`src/rtl/alu_seq_pkg.sv`:
```
// alu_seq_pkg
// Shared definitions for the ALU operation sequencer: command opcodes, the
// ALU Operation encodings, the sequencer FSM state type and small decode
// helpers used by the top level.
//
// Optional feature macro: ALU_SEQ_ADDC_EN
//   defined   -> opcode 110 (ADDC) is legal; Carryin comes from the stored carry flag
//   undefined -> opcode 110 is treated as illegal
package alu_seq_pkg;

  localparam int DATA_W = 32;
  localparam int NREG   = 8;
  localparam int IDX_W  = 3;

  // Command opcodes (101 and 111 are always illegal)
  localparam logic [2:0] OP_AND  = 3'b000;
  localparam logic [2:0] OP_OR   = 3'b001;
  localparam logic [2:0] OP_ADD  = 3'b010;
  localparam logic [2:0] OP_SUB  = 3'b011;
  localparam logic [2:0] OP_LI   = 3'b100;
  localparam logic [2:0] OP_ADDC = 3'b110;

  // ALU Operation select encodings
  localparam logic [1:0] ALUOP_AND = 2'b00;
  localparam logic [1:0] ALUOP_OR  = 2'b01;
  localparam logic [1:0] ALUOP_ADD = 2'b10;

  typedef enum logic [1:0] {
    ST_IDLE = 2'b00,
    ST_EXEC = 2'b01,
    ST_RESP = 2'b10
  } state_t;

  typedef struct packed {
    logic [1:0] operation;
    logic       binvert;
    logic       carryin;
  } alu_ctrl_t;

  // True for opcodes the sequencer executes in the current build.
  function automatic logic op_is_legal(input logic [2:0] op);
    logic legal;
    case (op)
      OP_AND, OP_OR, OP_ADD, OP_SUB, OP_LI: legal = 1'b1;
`ifdef ALU_SEQ_ADDC_EN
      OP_ADDC: legal = 1'b1;
`endif
      default: legal = 1'b0;
    endcase
    return legal;
  endfunction

  // True for opcodes whose ALU CarryOut becomes the new carry flag.
  function automatic logic op_sets_carry(input logic [2:0] op);
    logic sets;
    case (op)
      OP_ADD, OP_SUB: sets = 1'b1;
`ifdef ALU_SEQ_ADDC_EN
      OP_ADDC: sets = 1'b1;
`endif
      default: sets = 1'b0;
    endcase
    return sets;
  endfunction

  // ALU control for an opcode. LI and illegal opcodes leave the ALU idle (all 0).
  // SUB relies on the ALU inverting b itself; Carryin=1 completes the two's complement.
  function automatic alu_ctrl_t alu_ctrl_for(input logic [2:0] op, input logic carry_flag);
    alu_ctrl_t ctrl;
    ctrl = '{operation: 2'b00, binvert: 1'b0, carryin: 1'b0};
    case (op)
      OP_AND: ctrl = '{operation: ALUOP_AND, binvert: 1'b0, carryin: 1'b0};
      OP_OR:  ctrl = '{operation: ALUOP_OR,  binvert: 1'b0, carryin: 1'b0};
      OP_ADD: ctrl = '{operation: ALUOP_ADD, binvert: 1'b0, carryin: 1'b0};
      OP_SUB: ctrl = '{operation: ALUOP_ADD, binvert: 1'b1, carryin: 1'b1};
`ifdef ALU_SEQ_ADDC_EN
      OP_ADDC: ctrl = '{operation: ALUOP_ADD, binvert: 1'b0, carryin: carry_flag};
`endif
      default: ctrl = '{operation: 2'b00, binvert: 1'b0, carryin: 1'b0};
    endcase
`ifndef ALU_SEQ_ADDC_EN
    if (carry_flag) begin
      ctrl = ctrl; // the stored flag never reaches Carryin without ADDC
    end else begin
      ctrl = ctrl;
    end
`endif
    return ctrl;
  endfunction

endpackage

```
`src/rtl/alu_seq_regfile.sv`:
```
// alu_seq_regfile
// NREG x DATA_W register file with two combinational read ports and one
// synchronous write port. Register 0 reads as zero and ignores writes.
// All registers clear asynchronously while rst_n is low.
//
// Ports:
//   clk, rst_n          clock, asynchronous active-low clear
//   we, waddr, wdata    synchronous write port
//   raddr_a / rdata_a   read port A (combinational)
//   raddr_b / rdata_b   read port B (combinational)
module alu_seq_regfile
  import alu_seq_pkg::*;
(
  input  logic              clk,
  input  logic              rst_n,
  input  logic              we,
  input  logic [IDX_W-1:0]  waddr,
  input  logic [DATA_W-1:0] wdata,
  input  logic [IDX_W-1:0]  raddr_a,
  output logic [DATA_W-1:0] rdata_a,
  input  logic [IDX_W-1:0]  raddr_b,
  output logic [DATA_W-1:0] rdata_b
);

  logic [DATA_W-1:0] mem_r [NREG];

  // Register storage: async clear, write everything except r0.
  always_ff @(posedge clk or negedge rst_n) begin
    if (!rst_n) begin
      for (int i = 0; i < NREG; i++) begin
        mem_r[i] <= {DATA_W{1'b0}};
      end
    end else if (we && (waddr != 3'd0)) begin
      mem_r[waddr] <= wdata;
    end
  end

  // Read ports with r0 hardwired to zero.
  always_comb begin
    rdata_a = {DATA_W{1'b0}};
    rdata_b = {DATA_W{1'b0}};
    if (raddr_a != 3'd0) begin
      rdata_a = mem_r[raddr_a];
    end else begin
      rdata_a = {DATA_W{1'b0}};
    end
    if (raddr_b != 3'd0) begin
      rdata_b = mem_r[raddr_b];
    end else begin
      rdata_b = {DATA_W{1'b0}};
    end
  end

endmodule

```
`src/rtl/alu_op_sequencer.sv`:
```
// alu_op_sequencer
// Command-driven micro-sequencer placed in front of an external 32-bit ALU.
// A command is accepted in IDLE, operands are read from the internal register
// file at acceptance and presented to the ALU for one EXEC cycle, and at the
// end of EXEC the result is written back and returned on the response port.
//
// Optional feature macro: ALU_SEQ_ADDC_EN (enables opcode 110, add with carry).
//
// Ports:
//   clk, rst_n                    clock, asynchronous active-low reset
//   cmd_valid/cmd_ready           command handshake
//   cmd_op, cmd_rd/rs/rt, cmd_imm command fields
//   alu_a, alu_b, alu_operation,
//   alu_binvert, alu_carryin      ALU drive (all 0 outside EXEC)
//   alu_result, alu_carryout      ALU outputs sampled at the end of EXEC
//   rsp_valid/rsp_ready           response handshake
//   rsp_data, rsp_carry, rsp_err  response payload
module alu_op_sequencer
  import alu_seq_pkg::*;
(
  input  logic        clk,
  input  logic        rst_n,
  input  logic        cmd_valid,
  output logic        cmd_ready,
  input  logic [2:0]  cmd_op,
  input  logic [2:0]  cmd_rd,
  input  logic [2:0]  cmd_rs,
  input  logic [2:0]  cmd_rt,
  input  logic [31:0] cmd_imm,
  output logic [31:0] alu_a,
  output logic [31:0] alu_b,
  output logic [1:0]  alu_operation,
  output logic        alu_binvert,
  output logic        alu_carryin,
  input  logic [31:0] alu_result,
  input  logic        alu_carryout,
  output logic        rsp_valid,
  input  logic        rsp_ready,
  output logic [31:0] rsp_data,
  output logic        rsp_carry,
  output logic        rsp_err
);

  state_t      state_r, state_nxt_s;
  logic        cmd_ready_r, rsp_valid_r;
  logic [2:0]  op_r, rd_r;
  logic [31:0] imm_r;
  logic [31:0] alu_a_r, alu_b_r;
  alu_ctrl_t   ctrl_r, ctrl_s;
  logic [31:0] rsp_data_r;
  logic        rsp_err_r, carry_r;
  logic [31:0] rf_a_s, rf_b_s, wdata_s;
  logic        accept_s, wr_en_s, drive_alu_s;

  assign accept_s = (state_r == ST_IDLE) && cmd_valid;

  alu_seq_regfile u_regfile (
    .clk     (clk),
    .rst_n   (rst_n),
    .we      (wr_en_s),
    .waddr   (rd_r),
    .wdata   (wdata_s),
    .raddr_a (cmd_rs),
    .rdata_a (rf_a_s),
    .raddr_b (cmd_rt),
    .rdata_b (rf_b_s)
  );

  // State register.
  always_ff @(posedge clk or negedge rst_n) begin
    if (!rst_n) begin
      state_r <= ST_IDLE;
    end else begin
      state_r <= state_nxt_s;
    end
  end

  // Next-state logic.
  always_comb begin
    state_nxt_s = state_r;
    case (state_r)
      ST_IDLE: begin
        if (cmd_valid) begin
          state_nxt_s = ST_EXEC;
        end else begin
          state_nxt_s = ST_IDLE;
        end
      end
      ST_EXEC: state_nxt_s = ST_RESP;
      ST_RESP: begin
        if (rsp_ready) begin
          state_nxt_s = ST_IDLE;
        end else begin
          state_nxt_s = ST_RESP;
        end
      end
      default: state_nxt_s = ST_IDLE;
    endcase
  end

  // Writeback path: LI writes its immediate, everything else the ALU result.
  // Only legal opcodes write, and only at the end of EXEC.
  always_comb begin
    drive_alu_s = 1'b0;
    wr_en_s     = 1'b0;
    wdata_s     = alu_result;
    ctrl_s      = alu_ctrl_for(cmd_op, carry_r);
    drive_alu_s = op_is_legal(cmd_op) && (cmd_op != OP_LI);
    if (state_r == ST_EXEC) begin
      wr_en_s = op_is_legal(op_r);
    end else begin
      wr_en_s = 1'b0;
    end
    if (op_r == OP_LI) begin
      wdata_s = imm_r;
    end else begin
      wdata_s = alu_result;
    end
  end

  // Handshake flags, registered from the next-state decode.
  always_ff @(posedge clk or negedge rst_n) begin
    if (!rst_n) begin
      cmd_ready_r <= 1'b1;
      rsp_valid_r <= 1'b0;
    end else begin
      cmd_ready_r <= (state_nxt_s == ST_IDLE);
      rsp_valid_r <= (state_nxt_s == ST_RESP);
    end
  end

  // Command latch, ALU drive registers, carry flag and response payload.
  // Operands are sampled at acceptance: the previous command's writeback has
  // already landed, so the copies are always current.
  always_ff @(posedge clk or negedge rst_n) begin
    if (!rst_n) begin
      op_r       <= 3'b000;
      rd_r       <= 3'b000;
      imm_r      <= 32'h0000_0000;
      alu_a_r    <= 32'h0000_0000;
      alu_b_r    <= 32'h0000_0000;
      ctrl_r     <= '{operation: 2'b00, binvert: 1'b0, carryin: 1'b0};
      rsp_data_r <= 32'h0000_0000;
      rsp_err_r  <= 1'b0;
      carry_r    <= 1'b0;
    end else begin
      case (state_r)
        ST_IDLE: begin
          if (accept_s) begin
            op_r  <= cmd_op;
            rd_r  <= cmd_rd;
            imm_r <= cmd_imm;
            if (drive_alu_s) begin
              alu_a_r <= rf_a_s;
              alu_b_r <= rf_b_s;
              ctrl_r  <= ctrl_s;
            end else begin
              alu_a_r <= 32'h0000_0000;
              alu_b_r <= 32'h0000_0000;
              ctrl_r  <= '{operation: 2'b00, binvert: 1'b0, carryin: 1'b0};
            end
          end
        end
        ST_EXEC: begin
          alu_a_r <= 32'h0000_0000;
          alu_b_r <= 32'h0000_0000;
          ctrl_r  <= '{operation: 2'b00, binvert: 1'b0, carryin: 1'b0};
          if (op_is_legal(op_r)) begin
            rsp_data_r <= wdata_s;
            rsp_err_r  <= 1'b0;
          end else begin
            rsp_data_r <= 32'h0000_0000;
            rsp_err_r  <= 1'b1;
          end
          if (op_sets_carry(op_r)) begin
            carry_r <= alu_carryout;
          end
        end
        ST_RESP: begin
          rsp_data_r <= rsp_data_r;
        end
        default: begin
          alu_a_r <= 32'h0000_0000;
          alu_b_r <= 32'h0000_0000;
          ctrl_r  <= '{operation: 2'b00, binvert: 1'b0, carryin: 1'b0};
        end
      endcase
    end
  end

  assign cmd_ready     = cmd_ready_r;
  assign rsp_valid     = rsp_valid_r;
  assign rsp_data      = rsp_data_r;
  assign rsp_carry     = carry_r;
  assign rsp_err       = rsp_err_r;
  assign alu_a         = alu_a_r;
  assign alu_b         = alu_b_r;
  assign alu_operation = ctrl_r.operation;
  assign alu_binvert   = ctrl_r.binvert;
  assign alu_carryin   = ctrl_r.carryin;

endmodule
```
`config.mk`:
```
export PLATFORM = sky130hd
export DESIGN_NAME = alu_op_sequencer
export DESIGN_NICKNAME = d
export VERILOG_FILES = /design/src/rtl/alu_seq_pkg.sv /design/src/rtl/alu_seq_regfile.sv /design/src/rtl/alu_op_sequencer.sv
export SDC_FILE = /design/constraint.sdc
export NUM_CORES = 1
export LEC_CHECK = 0
export CAP_MARGIN = 10
export CORE_MARGIN = 2
export CORE_UTILIZATION = 57
export CTS_CLUSTER_SIZE = 28
export DETAILED_ROUTE_END_ITERATION = 10
export PLACE_DENSITY = 0.78
export SLEW_MARGIN = 40
export SYNTH_ARGS = -nofsm -noshare
export SYNTH_HDL_FRONTEND = slang
export SYNTH_SLANG_ARGS = --single-unit
export TNS_END_PERCENT = 10
```
`constraint.sdc`:
```
create_clock -name clk -period 2.2 [get_ports clk]
set_clock_uncertainty 0.15 [all_clocks]
set_input_delay 0.44 -clock clk [delete_from_list [all_inputs] [get_ports clk]]
set_output_delay 0.44 -clock clk [all_outputs]
set_load 0.03 [all_outputs]
```
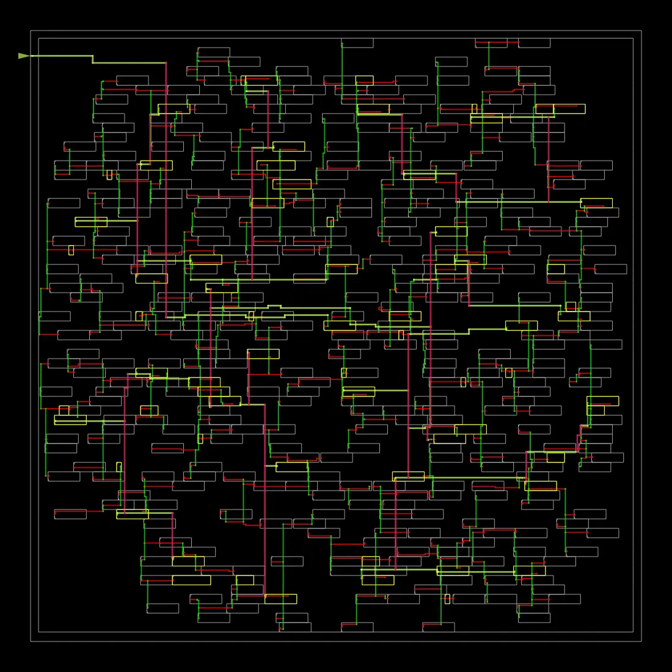
Fig. 1. Clock nets.
clock network power: 6.65 mW
total CTS buffers: 39
clock buffer instance count of the final layout: 60
flop count: 367
worst-skew pair later-pin latency: 530 ps

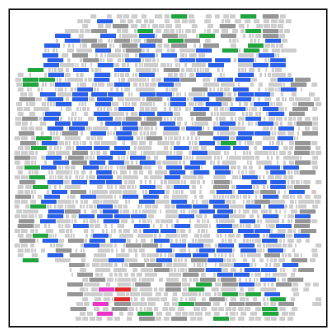
Fig. 2. Sequential cells grouped by signal name.
Other sequential cells in the stronger grey, the rest of the logic in the fainter grey.
green -> rsp_data  # sequential cells 32, where spread over the die
red -> state_r  # sequential cells 2
blue -> u_regfile.mem_r  # sequential cells 224
magenta -> rd_r  # sequential cells 3
not coloured = 106
area of all sequential standard cells: 0.00919 sq mm
register share of the cell area: 0.433
power dissipated in sequential cells: 11.8 mW

==> flow_summary.rst <==
Physical design figures
=======================

.. list-table::
   :header-rows: 1

   * - Metric
     - Value
   * - Cell accounting for the most synthesized area
     - dfrtp_1
   * - Worst setup slack for register-to-register paths
     - between 150 and 200 ps
   * - Fraction of the yosys area taken by sequential cells
     - 0.543
   * - Final net count
     - 1851
   * - Maximum vdd ir drop
     - 0.810 mV
   * - Total wire length
     - 46000 um
   * - Number of distinct library cells after synthesis
     - 34
   * - Arrival @ worst endpoint
     - 1590 ps
   * - Yosys stat cell total
     - roughly 1600
   * - Largest net degree at the start of global routing
     - 70
   * - HPWL reported at the end of detailed placement
     - 28900 um
   * - Max-area cell share
     - 0.541
   * - Critical path destination
     - rsp_data[11]
   * - Fin worst setup slack
     - roughly 22 ps
   * - Most numerous logic cells after layout
     - 366 x dfrtp_1, 244 x nand2_1, 183 x o21ai_0
   * - Clock Sink Count
     - 367
   * - Commonest flop
     - dfrtp_1
   * - Yosys chip area
     - roughly 0.017 sq mm
   * - Global-route wire length before repair
     - approximately 75000 um
   * - Number of global-route vias before repair
     - 14100
   * - DR vias/cell
     - 6.13
   * - Final Hold Viols
     - 0
   * - Tally of non-filler cells in the final layout
     - roughly 2200
   * - Placed Cells incl. Taps
     - 2118
   * - Synth Net Count
     - around 1600
   * - R2r worst-path depth
     - 5
   * - Most common cell after layout, fill and taps aside
     - dfrtp_1
   * - Core outline area
     - just under 0.03 sq mm
   * - Gp weighted congestion
     - a little over 0.8
   * - Die Outline Area
     - 0.0311 sq mm
   * - Compound-Gate Fraction of Synth Area
     - 0.162
   * - Synthesized area divided by synthesized cell count
     - roughly 11 sq um
   * - Highest-delay cell along the critical path
     - clkdlybuf4s50_1
   * - Synthesis-stage register bit count
     - 367
   * - Startpoint of the lowest-slack register-to-register path
     - state_r[0]$_DFF_PN0_
   * - Result of the run
     - finished, final reports clean
   * - Actual slew at the worst max-slew pin
     - roughly 450 ps
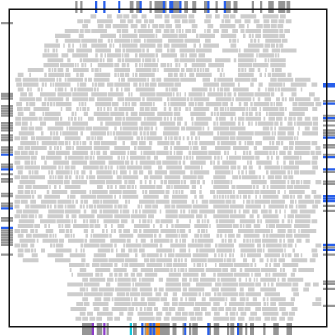
Fig. 3. Pin map.
Pins as bars across the die edge, other pins in grey.
cyan -> rsp_ready  # pins 1, direction input, edge south
blue -> alu_a  # pins 32, direction output, edge 12 east, 10 north, 6 south, 4 west
purple -> alu_operation  # pins 2, direction output, edge south
orange -> cmd_rt  # pins 3, direction input, edge south
Horiz. Die Dim: 176 um
die y size: 176 um
number of buffers inserted by port buffering: 184

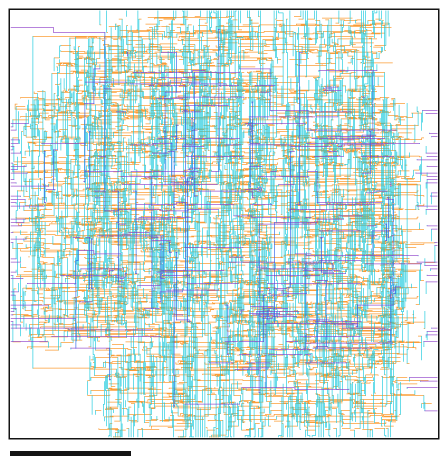
Fig. 4. Metal layers overlaid.
The bar under the picture is 50 um long.
cyan -> metal 2  # wire length 23.3 mm
blue -> metal 4  # wire length 1560 um
purple -> metal 3  # wire length 2930 um
orange -> metal 1  # wire length 18200 um

==> kinds of logic (layout without fill, tap and decap cells) <==
group                  Yosys count  count (layout)
multiplexers                   231             231
AND-OR/OR-AND                  470             470
AND/OR/NAND/NOR                368             368
flip-flops                     367             367
buffers and inverters          132             361
==> through the flow <==
stage / hold WS, ps / power, mW / utilization
finish: 268 / 29.2 / 0.721
global route: 311 / 30.9 / 0.721
CTS: 283 / 29.3 / 0.720
detailed placement: 245 / 22.6 / 0.676
global placement: 243 / 22.0 / 0.676
floorplan: -5.59 / 18.2 / -
==> layout make-up <==
class                   instances  area [sq um]  area share
clock buffers                  60          1180      0.0555
clock inverters                 8           120     0.00567
well taps                     390           488      0.0230
multi-input cells            1069          7200       0.339
repair buffers                291          3030       0.143
inverters                       2          7.51    0.000354
flip-flops and latches        367          9190       0.433
==> routing by layer <==
metal / GRT usage / vias to the layer above / wire length, um
li1: - / 6015 / -
met1: 0.389 / 6722 / 18200
met2: 0.527 / 538 / 23300
met3: 0.0495 / 132 / 2930
met4: 0.123 / 0 / 1560
met5: 0 / - / 0
==> power by group <==
group	switching, mW	internal (mW)
sequential	2.12	9.66
combinational	5.84	4.94
clock	2.62	4.03
==> repair_timing <==
action | CTS | global route
setup endpoints to repair | 15 | 17
gates resized | 15 | 17
setup buffers | 0 | 0
hold buffers | 1 | 0
endpoints found under the hold margin | 38 | 0
gates cloned | 0 | 0
==> sequential cells by signal, indices dropped and copies added, names as in the netlist, 3 cells and up <==
register and count:
u_regfile.mem_r 224, alu_a 32, alu_b 32, imm_r 32, rsp_data 32, op_r 3, rd_r 3
Power figures rest on the tool's default switching activity, not on a simulated workload.
